`src/rtl/mult_sequencer.sv`:
```
// mult_sequencer: Moore controller for the shift-add multiplier datapath.
// It sequences LOAD, then ANCHO rounds of CHECK/(ADD)/SHIFT/TEST, then DONE.
// A watchdog parks the FSM in ERROR when the datapath Zero flag disagrees
// with the internal iteration count. ciclos reports the busy-cycle latency
// of the most recent operation.
module mult_sequencer #(
    parameter int ANCHO = 8,
    parameter int CNT_W = 8
) (
    input  logic             clk,
    input  logic             rst,
    input  logic             start,
    input  logic             Q_Cero,
    input  logic             Zero,
    output logic             Load_regs,
    output logic             Add_regs,
    output logic             Shift_regs,
    output logic             Decr_P,
    output logic             busy,
    output logic             done,
    output logic             error,
    output logic [CNT_W-1:0] ciclos
);

    localparam int                ITER_W    = $clog2(ANCHO + 1);
    localparam logic [ITER_W-1:0] ITER_LAST = ITER_W'(ANCHO);
    localparam logic [ITER_W-1:0] ITER_ONE  = ITER_W'(1);
    localparam logic [ITER_W-1:0] ITER_ZERO = {ITER_W{1'b0}};
    localparam logic [CNT_W-1:0]  CNT_MAX   = {CNT_W{1'b1}};
    localparam logic [CNT_W-1:0]  CNT_ONE   = CNT_W'(1);
    localparam logic [CNT_W-1:0]  CNT_ZERO  = {CNT_W{1'b0}};

    typedef enum logic [2:0] {
        S_IDLE  = 3'd0,
        S_LOAD  = 3'd1,
        S_CHECK = 3'd2,
        S_ADD   = 3'd3,
        S_SHIFT = 3'd4,
        S_TEST  = 3'd5,
        S_DONE  = 3'd6,
        S_ERROR = 3'd7
    } state_t;

    state_t            state_q, state_d;
    logic [ITER_W-1:0] iter_q,  iter_d;
    logic [CNT_W-1:0]  ciclos_q, ciclos_d;
    logic              counting_s;

    // State, iteration counter and latency counter registers.
    always_ff @(posedge clk or posedge rst) begin
        if (rst) begin
            state_q  <= S_IDLE;
            iter_q   <= ITER_ZERO;
            ciclos_q <= CNT_ZERO;
        end else begin
            state_q  <= state_d;
            iter_q   <= iter_d;
            ciclos_q <= ciclos_d;
        end
    end

    // Next-state logic; TEST is the watchdog that cross-checks Zero with iter.
    always_comb begin
        state_d = state_q;
        case (state_q)
            S_IDLE: begin
                if (start) state_d = S_LOAD;
                else       state_d = S_IDLE;
            end
            S_LOAD:  state_d = S_CHECK;
            S_CHECK: begin
                if (Q_Cero) state_d = S_ADD;
                else        state_d = S_SHIFT;
            end
            S_ADD:   state_d = S_SHIFT;
            S_SHIFT: state_d = S_TEST;
            S_TEST: begin
                if (Zero && (iter_q == ITER_LAST))       state_d = S_DONE;
                else if (!Zero && (iter_q < ITER_LAST))  state_d = S_CHECK;
                else                                     state_d = S_ERROR;
            end
            S_DONE:  state_d = S_IDLE;
            S_ERROR: begin
                if (start) state_d = S_LOAD;
                else       state_d = S_ERROR;
            end
            default: state_d = S_IDLE;
        endcase
    end

    // Counters: both restart on entry to LOAD; iter counts shifts, ciclos
    // counts every cycle of the CHECK..TEST loop and saturates.
    always_comb begin
        iter_d   = iter_q;
        ciclos_d = ciclos_q;
        if (state_d == S_LOAD) begin
            iter_d   = ITER_ZERO;
            ciclos_d = CNT_ONE;
        end else begin
            if (state_q == S_SHIFT) iter_d = iter_q + ITER_ONE;
            else                    iter_d = iter_q;
            if (counting_s && (ciclos_q != CNT_MAX)) ciclos_d = ciclos_q + CNT_ONE;
            else                                     ciclos_d = ciclos_q;
        end
    end

    // Moore output decode of the registered state only.
    always_comb begin
        Load_regs  = 1'b0;
        Add_regs   = 1'b0;
        Shift_regs = 1'b0;
        Decr_P     = 1'b0;
        busy       = 1'b0;
        done       = 1'b0;
        error      = 1'b0;
        counting_s = 1'b0;
        case (state_q)
            S_IDLE: begin
                busy = 1'b0;
            end
            S_LOAD: begin
                Load_regs = 1'b1;
                busy      = 1'b1;
            end
            S_CHECK: begin
                busy       = 1'b1;
                counting_s = 1'b1;
            end
            S_ADD: begin
                Add_regs   = 1'b1;
                busy       = 1'b1;
                counting_s = 1'b1;
            end
            S_SHIFT: begin
                Shift_regs = 1'b1;
                Decr_P     = 1'b1;
                busy       = 1'b1;
                counting_s = 1'b1;
            end
            S_TEST: begin
                busy       = 1'b1;
                counting_s = 1'b1;
            end
            S_DONE: begin
                done = 1'b1;
            end
            S_ERROR: begin
                error = 1'b1;
            end
            default: begin
                busy = 1'b0;
            end
        endcase
    end

    assign ciclos = ciclos_q;

endmodule

```
`config.mk`:
```
export PLATFORM = sky130hd
export DESIGN_NAME = mult_sequencer
export DESIGN_NICKNAME = d
export VERILOG_FILES = /design/src/rtl/mult_sequencer.sv
export SDC_FILE = /design/constraint.sdc
export NUM_CORES = 1
export LEC_CHECK = 0
export ABC_AREA = 1
export CORE_MARGIN = 2
export CORE_UTILIZATION = 35
export CTS_BUF_LIST = sky130_fd_sc_hd__clkbuf_8
export CTS_CLUSTER_DIAMETER = 40
export CTS_CLUSTER_SIZE = 8
export DETAILED_ROUTE_END_ITERATION = 16
export PLACE_DENSITY = 0.67
export SYNTH_ARGS = -nofsm -noshare
export SYNTH_HDL_FRONTEND = slang
export SYNTH_SLANG_ARGS = --single-unit
export TNS_END_PERCENT = 30
```
`constraint.sdc`:
```
create_clock -name clk -period 4.4 [get_ports clk]
set_input_delay 0.88 -clock clk [delete_from_list [all_inputs] [get_ports clk]]
set_output_delay 0.88 -clock clk [all_outputs]
set_load 0.02 [all_outputs]
```
Run 1, the metal 2 layer:
(4 px per um)
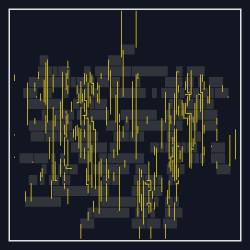
nets with wire on the layer: 129
longest straight run: 21.1 um
main direction: vertical
wire length on this layer: 865 um

Run 1, gate families picked out:
(8 px per um)
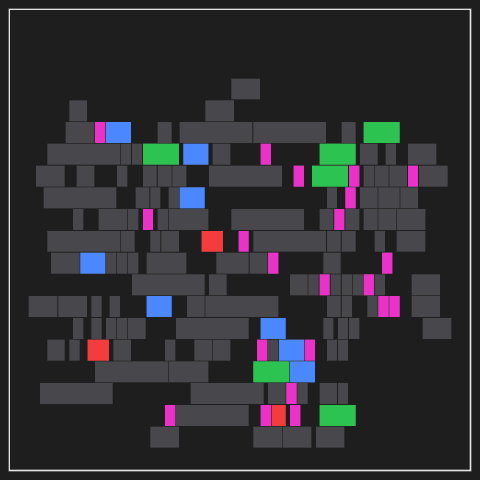
[magenta] inverters | cells: 21 | most used: inv_1
[green] adder and majority cells | cells: 6 | most used: ha_1
[red] inverting AOI/OAI gates | cells: 3 | most used: o21bai_1
[blue] XOR/XNOR gates | cells: 8 | most used: xor2_1

Run 1, I/O nets highlighted:
(8 px per um)
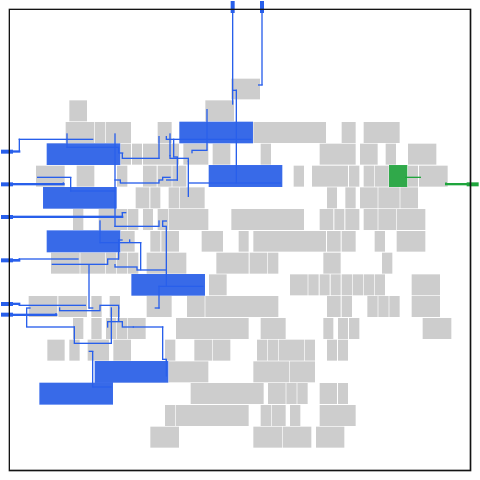
[green] Load_regs | bits: 1 | direction: output | end cells: 1 | buffers: 1 | wire: 4.60 um
[blue] ciclos | bits: 8 | direction: output | end cells: 8 | buffers: 8 | wire: 296 um

Run 1, routing congestion:
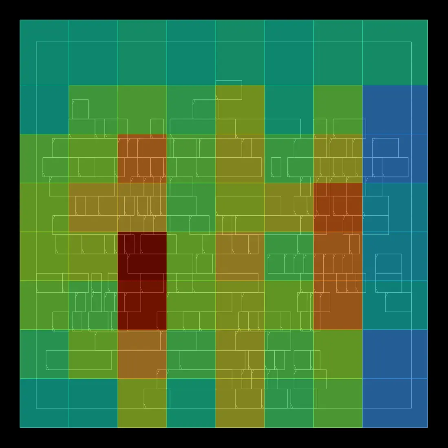
final core occ: 45.9%
wire length per cell after detailed routing: 9.87 um

==> flow_metrics.env, run 1 <==
# implementation run metrics
export IMPL_layout_min_cycle_time_ns=2.70
export IMPL_min_delay_start="ciclos[7]$_DFFE_PP0P_"
export IMPL_r2r_start="state_q[1]$_DFF_PP0_"
export IMPL_combAreaFraction_pct=42.0
export IMPL_worstRegToRegCells=9
export IMPL_yosys_stat_area_um2=1000
export IMPL_status="finished, final reports clean"
export IMPL_insertedDiodeCount=0
export IMPL_n_fill_cell=270
export IMPL_grt_antenna_before_repair=0
export IMPL_openroad_warnings=29
export IMPL_tns_ns=0
export IMPL_cts_repair_timing_setup_buffer_count=0
export IMPL_cts_repair_resizes=0
export IMPL_ys_cells=130
export IMPL_yosys_warnings=0
export IMPL_proportion_of_cell_area_occupied_by_registers_pct=29.9
export IMPL_clk_latency_ns=0.24
export IMPL_clock_sinks=15
export IMPL_grt_usage_pct=12.7
export IMPL_clock_tree_htree_level_count=1
export IMPL_placer_congestion=0.891
export IMPL_placedCellCount=178
export IMPL_report_final_slew_viol_count=0
export IMPL_cts_root_buffer_cell="sky130_fd_sc_hd__clkbuf_8"
export IMPL_ant_nets=0
export IMPL_drive_above_1_share_pct=16.6
export IMPL_timing_final_hold_violations=0
export IMPL_place_hpwl_um=1420
export IMPL_worstSetupStartpoint="state_q[1]$_DFF_PP0_"
export IMPL_drt_initial_drc_count=12
export IMPL_worstSetupPathType="flop to output pin"
==> run 1: synth_stat cells <==
cell type                  count  share of area, %
sky130_fd_sc_hd__buf_6         1               1.1
sky130_fd_sc_hd__xnor2_1       3               2.6
sky130_fd_sc_hd__nand4_1       3               1.9
sky130_fd_sc_hd__dfrtp_1      15                38
sky130_fd_sc_hd__or2_2         2               1.2
sky130_fd_sc_hd__inv_1        18               6.7
sky130_fd_sc_hd__inv_2         3               1.1
sky130_fd_sc_hd__buf_4         1              0.75
sky130_fd_sc_hd__o21ai_0       1              0.50
sky130_fd_sc_hd__o21bai_1      2               1.5
sky130_fd_sc_hd__nor2_1       16               6.0
sky130_fd_sc_hd__ha_1          6               7.5
sky130_fd_sc_hd__nand3_1      13               6.5
sky130_fd_sc_hd__nand2_2       5               3.1
sky130_fd_sc_hd__nand3b_1      1              0.75
sky130_fd_sc_hd__nor3_1        1              0.50
sky130_fd_sc_hd__nor2_4        1               1.1
sky130_fd_sc_hd__nand2_1      22               8.3
sky130_fd_sc_hd__xor2_1        5               4.4
sky130_fd_sc_hd__nor2_2       11               6.9
==> run 1: power by group <==
part           internal (mW)  leakage (nW)  switching (mW)  total [mW]
clock network         0.0615        0.0269          0.0420       0.104
logic                  0.156         0.383           0.257       0.413
registers              0.168         0.202          0.0411       0.209
==> run 1: metal layers <==
layer	vias up	global-route usage (%)	share of wire, %
met5	-	0	0
met4	0	4.98	0.56
met3	2	2.49	4.0
met2	14	20.9	48
met1	379	16.2	47
li1	439	-	-
==> run 1: metrics by stage <==
| step | setup WS (ns) | area [um^2] | hold WS, ns | total power, mW |
|---|---|---|---|---|
| 2_1_floorplan | 2.39 | 1000 | 0.552 | 0.536 |
| 5_1_grt | 1.57 | 1260 | 0.636 | 0.799 |
| 3_3_place_gp | 2.00 | 1210 | 0.575 | 0.627 |
| 6_report | 1.70 | 1260 | 0.591 | 0.726 |
| 4_1_cts | 1.70 | 1260 | 0.601 | 0.737 |
| 3_5_place_dp | 1.96 | 1210 | 0.586 | 0.630 |
==> run 1: worst max-delay path, cell delays in order, from the launching register on <==
cell and delay (ns):
sky130_fd_sc_hd__dfrtp_1 0.46, sky130_fd_sc_hd__inv_2 0.14, sky130_fd_sc_hd__nand3_1 0.17, sky130_fd_sc_hd__inv_1 0.18
sky130_fd_sc_hd__clkdlybuf4s50_1 0.63
==> run 1: worst min path at each step <==
stage	endpoint	slack (ns)
after floorplan	iter_q[2]$_DFFE_PP0P_	0.55
after global placement	ciclos[7]$_DFFE_PP0P_	0.58
after detailed placement	ciclos[7]$_DFFE_PP0P_	0.59
after CTS	ciclos[7]$_DFFE_PP0P_	0.60
after global routing	iter_q[2]$_DFFE_PP0P_	0.64
final	ciclos[7]$_DFFE_PP0P_	0.59
==> run 1: state kept, by name, summed over array words and instances (netlist names) <==
register	cells
iter_q	4
state_q	3
ciclos	8
Run 1, register map, names as in the netlist:
(8 px per um)
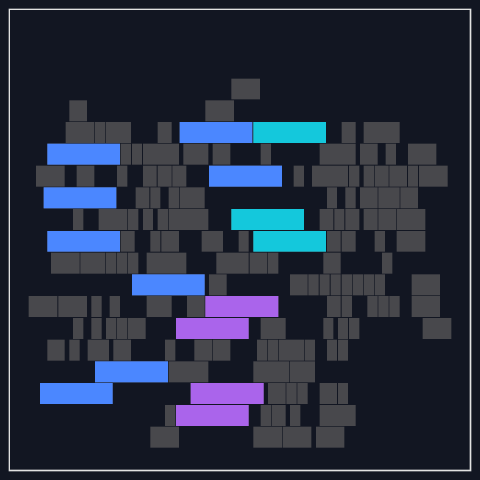

--- run 2 (diff from run 1) ---
clock period = 2.7 ns   (was 4.4 ns; I/O delays follow)
Run 2, register map, names as in the netlist:
(8 px per um)
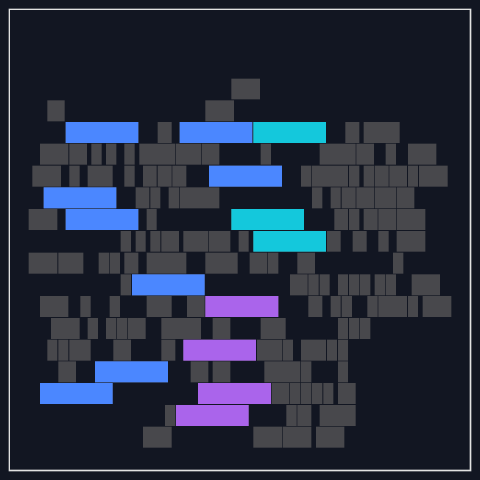
[cyan] state_q | placed flops: 3
[blue] ciclos | placed flops: 8
[purple] iter_q | placed flops: 4 | where: bottom middle

Run 2, gate families picked out:
(8 px per um)
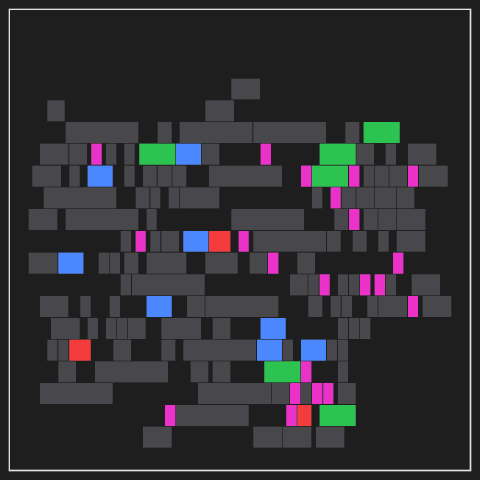
[red] inverting AOI/OAI gates | cells: 3 | most used: o21bai_1
[blue] XOR/XNOR gates | cells: 8 | most used: xor2_1
[green] adder and majority cells | cells: 6 | most used: ha_1
[magenta] inverters | cells: 21 | most used: inv_1

==> flow_metrics.env, run 2 <==
# implementation run metrics
export IMPL_status="finished, final reports clean"
export IMPL_synth_largest_area_cell="sky130_fd_sc_hd__dfrtp_1"
export IMPL_openroad_warnings=29
export IMPL_timing_critical_path_slowest_stage_cell="sky130_fd_sc_hd__clkdlybuf4s50_1"
export IMPL_synthTopCellsByArea="sky130_fd_sc_hd__dfrtp_1 38%, sky130_fd_sc_hd__nand2_1 8.3%, sky130_fd_sc_hd__ha_1 7.5%"
export IMPL_ordered_list_of_cells_on_the_worst_path="inv_2 -> nand3_1 -> inv_1 -> clkdlybuf4s50_1"
export IMPL_layout_min_cycle_time_ns=2.38
export IMPL_final_cell_area_um2=1260
export IMPL_drive_above_1_share_pct=17.2
export IMPL_timing_final_hold_violations=0
export IMPL_post_synth_most_frequent_cells="22 x sky130_fd_sc_hd__nand2_1, 18 x sky130_fd_sc_hd__inv_1, 16 x sky130_fd_sc_hd__nor2_1"
export IMPL_detailed_place_area_um2=1210
export IMPL_detail_route_wl_per_cell_um=10.2
export IMPL_cts_repair_timing_setup_buffer_count=0
export IMPL_clock_sinks=15
export IMPL_top_cell="sky130_fd_sc_hd__nand2_1"
export IMPL_grt_antenna_before_repair=0
export IMPL_hold_slack_ns=0.588
export IMPL_cts_repair_resizes=0
export IMPL_postSynth_asyncResetShare_pct=100
export IMPL_ys_cells=130
export IMPL_clk_latency_ns=0.24
export IMPL_ant_nets=0
export IMPL_placer_congestion=0.891
export IMPL_worstRegToRegCells=9
export IMPL_clock_tree_htree_level_count=1
export IMPL_min_delay_start="ciclos[7]$_DFFE_PP0P_"
export IMPL_n_fill_cell=270
export IMPL_whs_endpoint="ciclos[7]$_DFFE_PP0P_"
export IMPL_worstSetupPathType="flop to output pin"
export IMPL_yosys_stat_area_um2=1000
export IMPL_grt_usage_pct=12.5
export IMPL_yosys_warnings=0
export IMPL_synth_top_cell_area_share_pct=37.5
Run 2, the metal 2 layer:
(4 px per um)
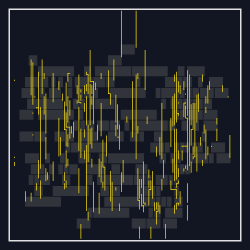
nets with wire on the layer: 126
longest straight run: 22.8 um
share of all routed wire: 47%
wire length on this layer: 862 um

## run 2: cell counts after synthesis
No cell type changed its count.
## run 2: report_power, final
part	internal (mW)	total, mW	switching [mW]
clock	0.102	0.175	0.0727
sequential	0.274	0.343	0.0689
combinational	0.255	0.674	0.419
## run 2: cells by family (layout without fill, tap and decap cells)
| group | after synthesis | count (layout) | share of synthesized area, % |
|---|---|---|---|
| AND-OR/OR-AND | 3 | 3 | 2.00 |
| XOR/XNOR | 8 | 8 | 7.00 |
| adder cells (fa/ha/maj) | 6 | 6 | 7.50 |
| flip-flops | 15 | 15 | 37.5 |
| buffers and inverters | 23 | 44 | 9.75 |
| AND/OR/NAND/NOR | 75 | 75 | 36.3 |
## run 2: critical path, delay by kind of cell (launching register included)
| kind | cells | cell delay [ns] |
|---|---|---|
| AND/OR/NAND/NOR | 1 | 0.17 |
| flip-flops | 1 | 0.47 |
| buffers and inverters | 3 | 0.95 |
## run 2: through the flow
stage | util (%) | power, mW | worst slack, ns
after floorplan | - | 0.873 | 0.952
after global placement | 44.3 | 1.02 | 0.635
after detailed placement | 44.3 | 1.02 | 0.599
after CTS | 46.0 | 1.21 | 0.322
after global routing | 46.0 | 1.30 | 0.203
final | 46.0 | 1.19 | 0.325
## run 2: worst max-delay path by stage
stage                            end  slack [ns]  cells after the start
6_report                  Shift_regs        0.32                      4
5_1_grt                       Decr_P        0.20                      4
4_1_cts                   Shift_regs        0.32                      4
3_5_place_dp                  Decr_P        0.60                      4
3_3_place_gp                  Decr_P        0.63                      4
2_1_floorplan  ciclos[4]$_DFFE_PP0P_        0.95                     10
## run 2: area by class of cell
cell class,instances,area share [%]
Multi-Input combinational cell,92,42.0
Sequential cell,15,29.9
Timing Repair Buffer,19,15.1
Inverter,21,6.27
Clock buffer,3,3.28
Tap cell,31,3.08
Clock inverter,1,0.398
## run 2: layer usage
| layer | vias up | GRT usage, % | wire, um |
|---|---|---|---|
| met2 | 19 | 21.4 | 861 |
| met5 | - | 0 | 0 |
| li1 | 437 | - | - |
| met1 | 381 | 15.6 | 899 |
| met3 | 2 | 2.27 | 80 |
| met4 | 0 | 4.65 | 10 |
No activity file was given, so power comes from the tool's default toggle rates.
